$ cat config.mk
export PLATFORM = sky130hd
export DESIGN_NAME = fx2_fifo_reader
export DESIGN_NICKNAME = d
export VERILOG_FILES = /design/src/rtl/fx2_fifo_reader.sv
export SDC_FILE = /design/constraint.sdc
export NUM_CORES = 1
export LEC_CHECK = 0
export CORE_UTILIZATION = 58
export CTS_BUF_LIST = sky130_fd_sc_hd__clkbuf_4 sky130_fd_sc_hd__clkbuf_8 sky130_fd_sc_hd__clkbuf_16
export CTS_CLUSTER_SIZE = 30
export DETAILED_ROUTE_END_ITERATION = 8
export PLACE_DENSITY = 0.8
export REMOVE_ABC_BUFFERS = 1
export SETUP_SLACK_MARGIN = 0.05
export SYNTH_ARGS = -nofsm -noshare
export SYNTH_HDL_FRONTEND = slang
export SYNTH_SLANG_ARGS = --single-unit
$ cat constraint.sdc
create_clock -name clk -period 3 [get_ports clk]
set_input_delay 0.6 -clock clk [delete_from_list [all_inputs] [get_ports clk]]
set_output_delay 0.6 -clock clk [all_outputs]
set_load 0.05 [all_outputs]
$ cat src/rtl/fx2_fifo_reader.sv
// Pulls 16-bit words from an FX2 slave FIFO into a small circular buffer and hands them to the I2S master on request.
// Optional BYTE_SWAP_EN macro stores each word with its bytes exchanged.
module fx2_fifo_reader #(
  parameter logic [1:0]  EP_ADDR    = 2'b00,
  parameter int unsigned DEPTH_LOG2 = 3
) (
  input  logic        clk,
  input  logic        rst_n,
  input  logic [15:0] fx2_fd,
  input  logic        fx2_ef_n,
  output logic        fx2_slrd_n,
  output logic        fx2_sloe_n,
  output logic [1:0]  fx2_fifoadr,
  input  logic        data_req,
  output logic [15:0] data_out,
  output logic        half_n,
  output logic        ef_n,
  output logic        underrun
);

  localparam int unsigned DEPTH = 1 << DEPTH_LOG2;
  localparam int unsigned CW    = DEPTH_LOG2 + 1;
  localparam logic [CW-1:0] FULL = CW'(DEPTH);
  localparam logic [CW-1:0] HALF = CW'(DEPTH / 2);

  localparam logic [1:0] S_IDLE   = 2'd0;
  localparam logic [1:0] S_SETUP  = 2'd1;
  localparam logic [1:0] S_STROBE = 2'd2;
  localparam logic [1:0] S_HOLD   = 2'd3;

  logic [1:0]            state;
  logic [1:0]            state_nx;
  logic [15:0]           mem [DEPTH];
  logic [DEPTH_LOG2-1:0] wr_ptr;
  logic [DEPTH_LOG2-1:0] rd_ptr;
  logic [CW-1:0]         count;
  logic                  req_q;
  logic                  req_prev;
  logic                  push_c;
  logic                  pop_try_c;
  logic                  pop_c;
  logic [15:0]           fd_word_c;

`ifdef BYTE_SWAP_EN
  assign fd_word_c = {fx2_fd[7:0], fx2_fd[15:8]};
`else
  assign fd_word_c = fx2_fd;
`endif

  assign push_c    = (state == S_STROBE);
  assign pop_try_c = req_q & ~req_prev;
  assign pop_c     = pop_try_c && (count != '0);

  // Fetch sequencing: one FX2 word per SETUP/STROBE/HOLD pass, only when there is room.
  always_comb begin
    state_nx = state;
    case (state)
      S_IDLE:   if (fx2_ef_n && (count < FULL)) state_nx = S_SETUP;
      S_SETUP:  state_nx = S_STROBE;
      S_STROBE: state_nx = S_HOLD;
      default:  state_nx = S_IDLE;
    endcase
  end

  // Strobes are registered from the next state so they line up with the state they belong to.
  always_ff @(posedge clk) begin
    if (!rst_n) begin
      state       <= S_IDLE;
      fx2_slrd_n  <= 1'b1;
      fx2_sloe_n  <= 1'b1;
      fx2_fifoadr <= EP_ADDR;
    end else begin
      state       <= state_nx;
      fx2_slrd_n  <= (state_nx != S_STROBE);
      fx2_sloe_n  <= !((state_nx == S_SETUP) || (state_nx == S_STROBE));
      fx2_fifoadr <= EP_ADDR;
    end
  end

  always_ff @(posedge clk) begin
    if (push_c) mem[wr_ptr] <= fd_word_c;
  end

  // Buffer bookkeeping, request edge detection and status flags.
  always_ff @(posedge clk) begin
    if (!rst_n) begin
      wr_ptr   <= '0;
      rd_ptr   <= '0;
      count    <= '0;
      req_q    <= 1'b0;
      req_prev <= 1'b0;
      data_out <= 16'h0000;
      half_n   <= 1'b1;
      ef_n     <= 1'b0;
      underrun <= 1'b0;
    end else begin
      req_q    <= data_req;
      req_prev <= req_q;
      half_n   <= !(count >= HALF);
      ef_n     <= (count != '0);
      if (push_c) wr_ptr <= wr_ptr + 1'b1;
      if (pop_c) begin
        rd_ptr   <= rd_ptr + 1'b1;
        data_out <= mem[rd_ptr];
      end
      if (pop_try_c && (count == '0)) underrun <= 1'b1;
      case ({push_c, pop_c})
        2'b10:   count <= count + 1'b1;
        2'b01:   count <= count - 1'b1;
        default: count <= count;
      endcase
    end
  end

endmodule

**Placement density heat map**

Drawn at 4 px/um. The die is cut into 11 by 11 equal tiles; dark blue is low, red is high, 0 to 100% covered.
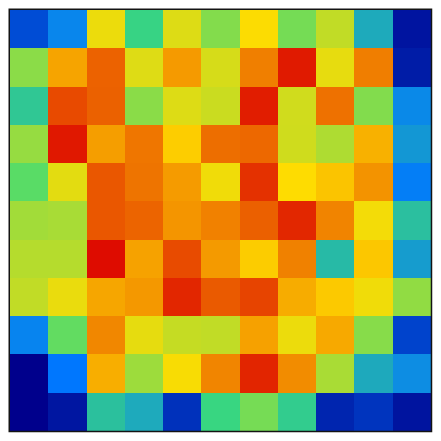
- densest ninth of the die: middle
- nearly empty tiles: 1.7%
- tiles over 75% full: 42%
- fullest tile: 99%
- mean over tiles: 65%
Final Util: 71.3%
CORE AREA: 10300 sq um
initial core utilization: 59.8%

==> impl_metrics.yaml <==
# synthesis and place-and-route metrics
clocking:
  cts_setup_buffers: 0
  cts_tree: "built"
  cts_buffers: 17
  cts-hold-fix-buffers: 0
  clk_pin_slew_ns: 0.06
  ctsHtreeMaxLevel: 4
  clockBufferDepth: 2
yosys:
  edf_count: 128
  syn_inst: 340
  async_flop_share_pct: 0
  ys_seq_share_pct: 73.6
  ys_ff: 163
  synth_cell_types: 36
  synth-main-ff-cell: "edfxtp_1"
  ys_cells: 340
setup_path:
  cp_num_cells: 9
  critPathLaunchType: "flip-flop"
  crit_chain: "or4_4, and2_4, ha_1, xor2_1, ha_1, a21oi_1, xor2_1, or3_1, a21boi_0"
  r2r_start: "count[1]$_SDFFE_PN0P_"
  cp_slowest_cell: "or4_4"
  end_kind: "flip-flop"
  critPathRequiredTime_ns: 3.45
  worst-r2r-setup-slack_ns: 0.34
  r2r_cells: 9
finish:
  seq_area_share_pct: 61.8
  ff_latch_area_sq_um: 4550
  fillers: 634
  largest_cell_class: "registers"
  nClkBuffers: 22
  nonClkBufAreaFrac_pct: 7.34
  antenna_cells: 0
  clk_share_pct: 7.73
grt:
  grt_pass1_wl_um: 17700
  grt_pass1_vias: 3240
  overflow: 0
  grt_max_degree: 37
  antenna_found_initial: 0
  gr-usage-all-layers_pct: 22.5
final_timing:
  fmax_ghz: 0.376
  final.setup.tns_ns: 0
  final.period_utilization_pct: 88.6
  rsz0062_at_grt: "no"
  fin_crit_ns: 2.66
run:
  cap_violations: 0
floorplanning:
  dieArea_sq_um: 11100
  rows: 37
  die_h_um: 105
  die_w_um: 105
  io_pins: 43
power_and_ir_drop:
  ir_drop_uv: 383
  power_per_cell_area_nw_per_um2: 769
routing:
  ant_nets: 0
  drt_pass1_iterations: 4
  avgRoutedWirePerCell_um: 20.7
  drc_errors: 0
hold_path:
  hold_path.class: "flip-flop to flip-flop"
  hold_path_depth: 1
outcome:
  status: "finished clean"
placed_design:
  portBuffers: 40
  dpl_cell_area_sq_um: 6790
**Routed clock nets over the placement**

Drawn at 4 px/um.
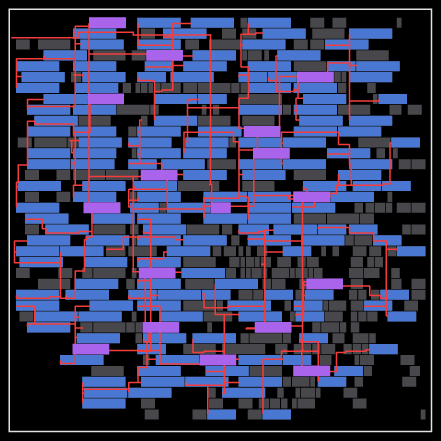
- flip-flops: blue (count 163)
- clock-net drivers: purple (count 17)
- clock wires: red (length 1620 um)
- flops lie: all over the die
Clock Power Share: 36.3%
Latency at later pin: 0.52 ns
Clock Power: 2.06 mW
Setup Skew: 0.00583 ns

[worst max-delay path by stage]
stage                      startpoint                        end  slack (ns)
4_1_cts         count[1]$_SDFFE_PN0P_      count[2]$_SDFFE_PN0P_        0.34
5_1_grt         count[1]$_SDFFE_PN0P_      count[2]$_SDFFE_PN0P_        0.17
2_1_floorplan  rd_ptr[0]$_SDFFE_PN0P_  data_out[12]$_SDFFE_PN0P_        0.53
6_report        count[1]$_SDFFE_PN0P_      count[2]$_SDFFE_PN0P_        0.34
3_5_place_dp    count[1]$_SDFFE_PN0P_      count[2]$_SDFFE_PN0P_        0.35
3_3_place_gp    count[1]$_SDFFE_PN0P_      count[2]$_SDFFE_PN0P_        0.46
[metal layers]
layer | vias to the layer above | track usage (%) | part of all wire (%)
met2 | 119 | 36.6 | 51
met5 | - | 0 | 0
met1 | 1610 | 29.4 | 41
met4 | 0 | 10.2 | 1.3
met3 | 14 | 4.74 | 6.7
li1 | 1435 | - | -
[synth_stat cells (all sizes together) (4+ instances only)]
cell	n	area, sq um
nor2b	9	56.3
nand2b	4	25.0
dfxtp	35	701
mux4	32	721
mux2i	4	40.0
nor2	23	86.3
ha	8	100
o22ai	16	100
clkbuf	7	26.3
o21ai	19	103
edfxtp	128	3840
and2	10	65.1
xor2	4	35.0
nand2	5	18.8
buf	11	83.8
[layout by cell type, fill, tap and decap left out, types with 2 or more instances in the layout]
cell type / n
edfxtp_1: 128
clkdlybuf4s50_1: 40
dfxtp_1: 34
mux4_2: 32
nor2_1: 23
o22ai_1: 16
clkbuf_16: 16
o21ai_0: 10
nor2b_1: 9
and2_1: 9
ha_1: 8
buf_4: 8
o21ai_1: 7
nand2_1: 5
xor2_1: 4
nand2b_1: 4
mux2i_1: 4
clkinv_2: 4
buf_12: 4
inv_1: 3
xnor2_1: 3
clkbuf_8: 3
clkbuf_4: 3
nor3_2: 2
o21ai_2: 2
o21a_1: 2
a21oi_1: 2
or3_1: 2
conb_1: 2
bufinv_16: 2
[through the flow]
stage | power (mW) | worst slack, ns | cells | hold WS, ns
finish | 5.66 | 0.343 | 542 | 0.467
CTS | 5.70 | 0.343 | 542 | 0.471
detailed placement | 3.65 | 0.354 | 511 | 0.442
floorplan | 3.33 | 0.526 | 323 | 0.421
global route | 5.86 | 0.172 | 542 | 0.484
global placement | 3.62 | 0.460 | 511 | 0.435
[power breakdown]
part | internal, mW | leakage [nW] | switching [mW] | total (mW)
Clock | 1.25 | 0.285 | 0.809 | 2.06
Combinational | 0.395 | 0.728 | 0.509 | 0.905
Sequential | 2.61 | 1.44 | 0.0939 | 2.70
[state kept, by name (all words and copies together) (netlist names), 2 cells and up]
signal	flops
wr_ptr	3
data_out	16
count	4
rd_ptr	3
mem	128
state	2
[kinds of logic (layout without fill, tap and decap cells)]
group	Yosys count	in the layout	synth area share, %
AOI/OAI and AO/OA	43	43	4.21
xor gates and xnor gates	7	7	0.993
adders and majority gates	8	8	1.62
buffers and inverters	21	86	1.97
DFF	163	163	73.6
muxes	36	36	12.3
other	1	2	0.0607
and+or+nand+nor	61	61	5.25
Power is estimated from default activity; no workload was simulated.
